## config.mk

```make
export PLATFORM = sky130hd
export DESIGN_NAME = ucsbece154b_mem_arbiter
export DESIGN_NICKNAME = d
export VERILOG_FILES = /design/src/rtl/ucsbece154b_mem_arbiter.sv
export SDC_FILE = /design/constraint.sdc
export NUM_CORES = 1
export LEC_CHECK = 0
export CORE_MARGIN = 2
export CORE_UTILIZATION = 41
export CTS_CLUSTER_SIZE = 8
export DETAILED_ROUTE_END_ITERATION = 10
export PLACE_DENSITY = 0.82
export SLEW_MARGIN = 25
export SYNTH_ARGS = -nofsm -noshare
export SYNTH_HDL_FRONTEND = slang
export SYNTH_SLANG_ARGS = --single-unit
```

## constraint.sdc

```tcl
create_clock -name clk -period 3.1 [get_ports clk]
set_clock_uncertainty 0.1 [all_clocks]
set_input_delay 0.31 -clock clk [delete_from_list [all_inputs] [get_ports clk]]
set_output_delay 0.31 -clock clk [all_outputs]
set_load 0.02 [all_outputs]
```

## src/rtl/ucsbece154b_mem_arbiter.sv

```systemverilog
// Memory-port arbiter: shares the main-memory port between icache line
// refills (BLOCK_WORDS-word read bursts) and single-word data accesses.
// Round-robin on ties, registered grant, mandatory IDLE turnaround cycle,
// and three saturating performance counters.
module ucsbece154b_mem_arbiter #(
    parameter int BLOCK_WORDS = 4
) (
    input  logic                           clk,
    input  logic                           reset,

    input  logic                           ic_req_i,
    input  logic [31:0]                    ic_addr_i,
    output logic                           ic_ready_o,
    output logic [31:0]                    ic_data_o,
    output logic [$clog2(BLOCK_WORDS)-1:0] ic_word_o,

    input  logic                           dm_req_i,
    input  logic                           dm_we_i,
    input  logic [31:0]                    dm_addr_i,
    input  logic [31:0]                    dm_wdata_i,
    output logic [31:0]                    dm_rdata_o,
    output logic                           dm_done_o,

    output logic                           mem_req_o,
    output logic                           mem_burst_o,
    output logic                           mem_we_o,
    output logic [31:0]                    mem_addr_o,
    output logic [31:0]                    mem_wdata_o,
    input  logic [31:0]                    mem_rdata_i,
    input  logic                           mem_valid_i,

    output logic [31:0]                    ic_grants_o,
    output logic [31:0]                    dm_grants_o,
    output logic [31:0]                    conflict_cycles_o
);

    localparam int WW = $clog2(BLOCK_WORDS);
    localparam logic [WW-1:0] LAST_WORD = WW'(BLOCK_WORDS - 1);
    // Clears the word-in-line and byte-in-word bits of a refill address.
    localparam logic [31:0] LINE_MASK = ~((32'd1 << (WW + 2)) - 32'd1);

    typedef enum logic [1:0] {
        IDLE,
        IC_BURST,
        DM_ACCESS
    } state_t;

    typedef enum logic {
        GRANT_IC,
        GRANT_DM
    } grant_t;

    state_t          state;
    state_t          state_next;
    grant_t          last_grant;
    logic [WW-1:0]   word_cnt;
    logic            grant_ic;
    logic            grant_dm;

    function automatic logic [31:0] sat_inc(input logic [31:0] v);
        return (v == '1) ? v : v + 32'd1;
    endfunction

    // Next-state, arbitration decision and combinational response outputs.
    always_comb begin
        state_next = state;
        grant_ic   = 1'b0;
        grant_dm   = 1'b0;
        ic_ready_o = 1'b0;
        ic_data_o  = '0;
        dm_done_o  = 1'b0;
        dm_rdata_o = '0;
        case (state)
            IDLE: begin
                if (ic_req_i && (!dm_req_i || last_grant == GRANT_DM)) begin
                    grant_ic   = 1'b1;
                    state_next = IC_BURST;
                end else if (dm_req_i) begin
                    grant_dm   = 1'b1;
                    state_next = DM_ACCESS;
                end
            end
            IC_BURST: begin
                if (mem_valid_i) begin
                    ic_ready_o = !reset;
                    ic_data_o  = reset ? '0 : mem_rdata_i;
                    if (word_cnt == LAST_WORD) begin
                        state_next = IDLE;
                    end
                end
            end
            DM_ACCESS: begin
                if (mem_valid_i) begin
                    dm_done_o  = !reset;
                    dm_rdata_o = (reset || mem_we_o) ? '0 : mem_rdata_i;
                    state_next = IDLE;
                end
            end
            default: state_next = IDLE;
        endcase
    end

    assign ic_word_o = word_cnt;

    // State register.
    always_ff @(posedge clk) begin
        if (reset) begin
            state <= IDLE;
        end else begin
            state <= state_next;
        end
    end

    // Registered memory-side request, captured at grant and held until done.
    always_ff @(posedge clk) begin
        if (reset) begin
            mem_req_o   <= 1'b0;
            mem_burst_o <= 1'b0;
            mem_we_o    <= 1'b0;
            mem_addr_o  <= '0;
            mem_wdata_o <= '0;
            last_grant  <= GRANT_DM;
        end else if (grant_ic) begin
            mem_req_o   <= 1'b1;
            mem_burst_o <= 1'b1;
            mem_we_o    <= 1'b0;
            mem_addr_o  <= ic_addr_i & LINE_MASK;
            mem_wdata_o <= '0;
            last_grant  <= GRANT_IC;
        end else if (grant_dm) begin
            mem_req_o   <= 1'b1;
            mem_burst_o <= 1'b0;
            mem_we_o    <= dm_we_i;
            mem_addr_o  <= dm_addr_i;
            mem_wdata_o <= dm_wdata_i;
            last_grant  <= GRANT_DM;
        end else if (state != IDLE && state_next == IDLE) begin
            mem_req_o   <= 1'b0;
            mem_burst_o <= 1'b0;
            mem_we_o    <= 1'b0;
            mem_addr_o  <= '0;
            mem_wdata_o <= '0;
        end
    end

    // Refill word counter; advances only on valid words inside a burst.
    always_ff @(posedge clk) begin
        if (reset) begin
            word_cnt <= '0;
        end else if (state == IC_BURST && mem_valid_i) begin
            word_cnt <= (word_cnt == LAST_WORD) ? '0 : word_cnt + 1'b1;
        end
    end

    // Saturating grant and conflict performance counters.
    always_ff @(posedge clk) begin
        if (reset) begin
            ic_grants_o       <= '0;
            dm_grants_o       <= '0;
            conflict_cycles_o <= '0;
        end else begin
            if (grant_ic) begin
                ic_grants_o <= sat_inc(ic_grants_o);
            end
            if (grant_dm) begin
                dm_grants_o <= sat_inc(dm_grants_o);
            end
            if (state == IDLE && ic_req_i && dm_req_i) begin
                conflict_cycles_o <= sat_inc(conflict_cycles_o);
            end
        end
    end

endmodule

```

gate_families.png
Scale bar: 50 um.
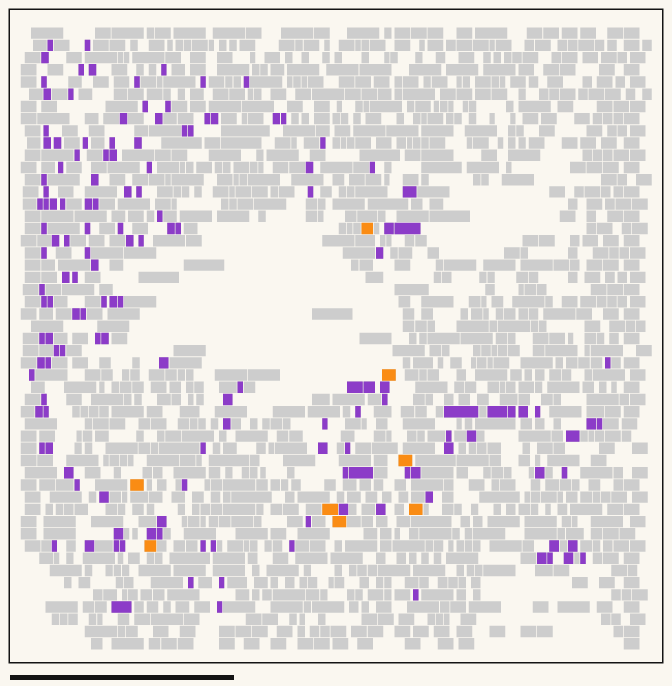
legend:
  orange:
    family: AND-OR and OR-AND gates
    cells: 8
  purple:
    family: NOR gates
    cells: 150
    most_used: nor2_1
    where: all over the die

metal_stack.png
Scale bar: 50 um.
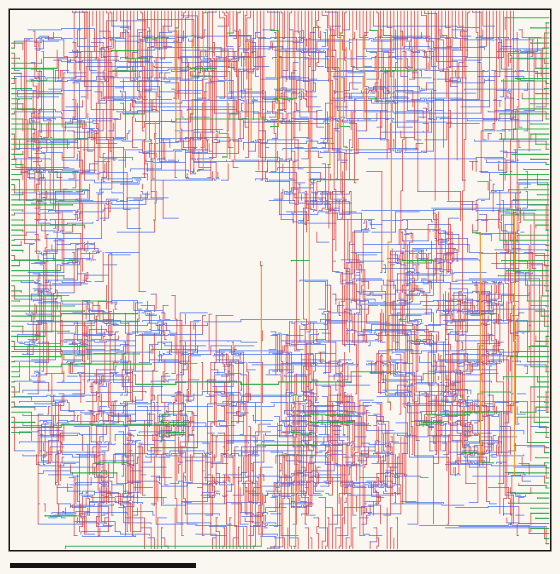
legend:
  orange:
    layer: met4
    wire_length: 812 um
  green:
    layer: met3
    wire_length: 1750 um
  blue:
    layer: met1
    wire_length: 11000 um
  red:
    layer: met2
    wire_length: 14500 um

==> results.py <==
# Generated from Yosys and OpenROAD reports
metrics = {
    "power": {
        "power.group.top": "sequential cells",
        "p_seq_share_pct": 42.9,
        "clock_power_mw": 2.08,
        "ir_worst_vdd_v": 0.000370,
        "power_frac_clock_pct": 38.5,
        "powerDensity_nw_per_um2": 427,
        "p_sw_mw": 1.49,
        "combinationalPowerShare_pct": 18.6,
    },
    "finish": {
        "diodes": 3,
        "regArea_um2": 3360,
        "final-comb-area_um2": 4540,
        "final_cell_mix": "359 x clkdlybuf4s50_1, 167 x dfxtp_1, 116 x a21oi_1",
        "seq-cell-share_pct": 26.6,
        "syn_to_final_growth_pct": 54.7,
        "drive_gt1_share_pct": 6.36,
        "clock_area_share_pct": 4.52,
    },
    "clock_network": {
        "cts_buffers": 17,
        "cts_max_path_buffers": 2,
        "clkSinkCount": 168,
        "clockRootBuffer": "clkbuf_16",
        "tritoncts": "built",
    },
    "floorplan": {
        "chipHeight_um": 145,
        "core_um2": 19500,
    },
    "logic_synthesis": {
        "synth_nets": 1160,
        "syn_area_um2": 8180,
        "synth_cell_types": 56,
        "async_flop_share_pct": 0,
        "xor_share_pct": 1.07,
        "synthAoiAreaFrac_pct": 17.9,
        "yosysChipArea_um2": 8180,
        "largest_area_cell": "dfxtp_1",
    },
    "timing": {
        "slew_headroom_pct": 44.3,
        "finalClockPeriodUsage_pct": 94.1,
        "worst_hold_slack_ps": 329,
        "setup_ws_ps": 184,
    },
    "route": {
        "met3_length_um": 1750,
        "highest_layer": "met4",
        "routed_wirelength_um": 28000,
        "vias_per_cell": 5.53,
    },
    "min_path": {
        "worst_hold_startpoint": "reset",
        "whs_path_depth": 3,
        "hold_path_class": "input port to register",
    },
    "critical_path": {
        "crit_cells": 5,
        "cp.arrival_ps": 2510,
        "crit_path_top_delay_cell": "clkdlybuf4s50_1",
        "worst-path-max-fanout": 32,
        "reg2reg_depth": 5,
        "endpoint_kind": "output pin",
    },
    "flow_run": {
        "warning_count": 30,
    },
    "global_routing": {
        "antenna_found_initial": 4,
        "grt_pass1_vias": 8621,
        "overflow": 0,
        "grt_max_degree": 75,
        "grt_pass1_wl_um": 44800,
    },
    "place": {
        "post-place-ws_ps": 139,
        "portBuffers": 360,
        "placed_cells": 1602,
        "place_hpwl_um": 20500,
    },
    "status": {
        "outcome": "complete, no violations",
    },
}
Power figures rest on the tool's default switching activity, not on a simulated workload.
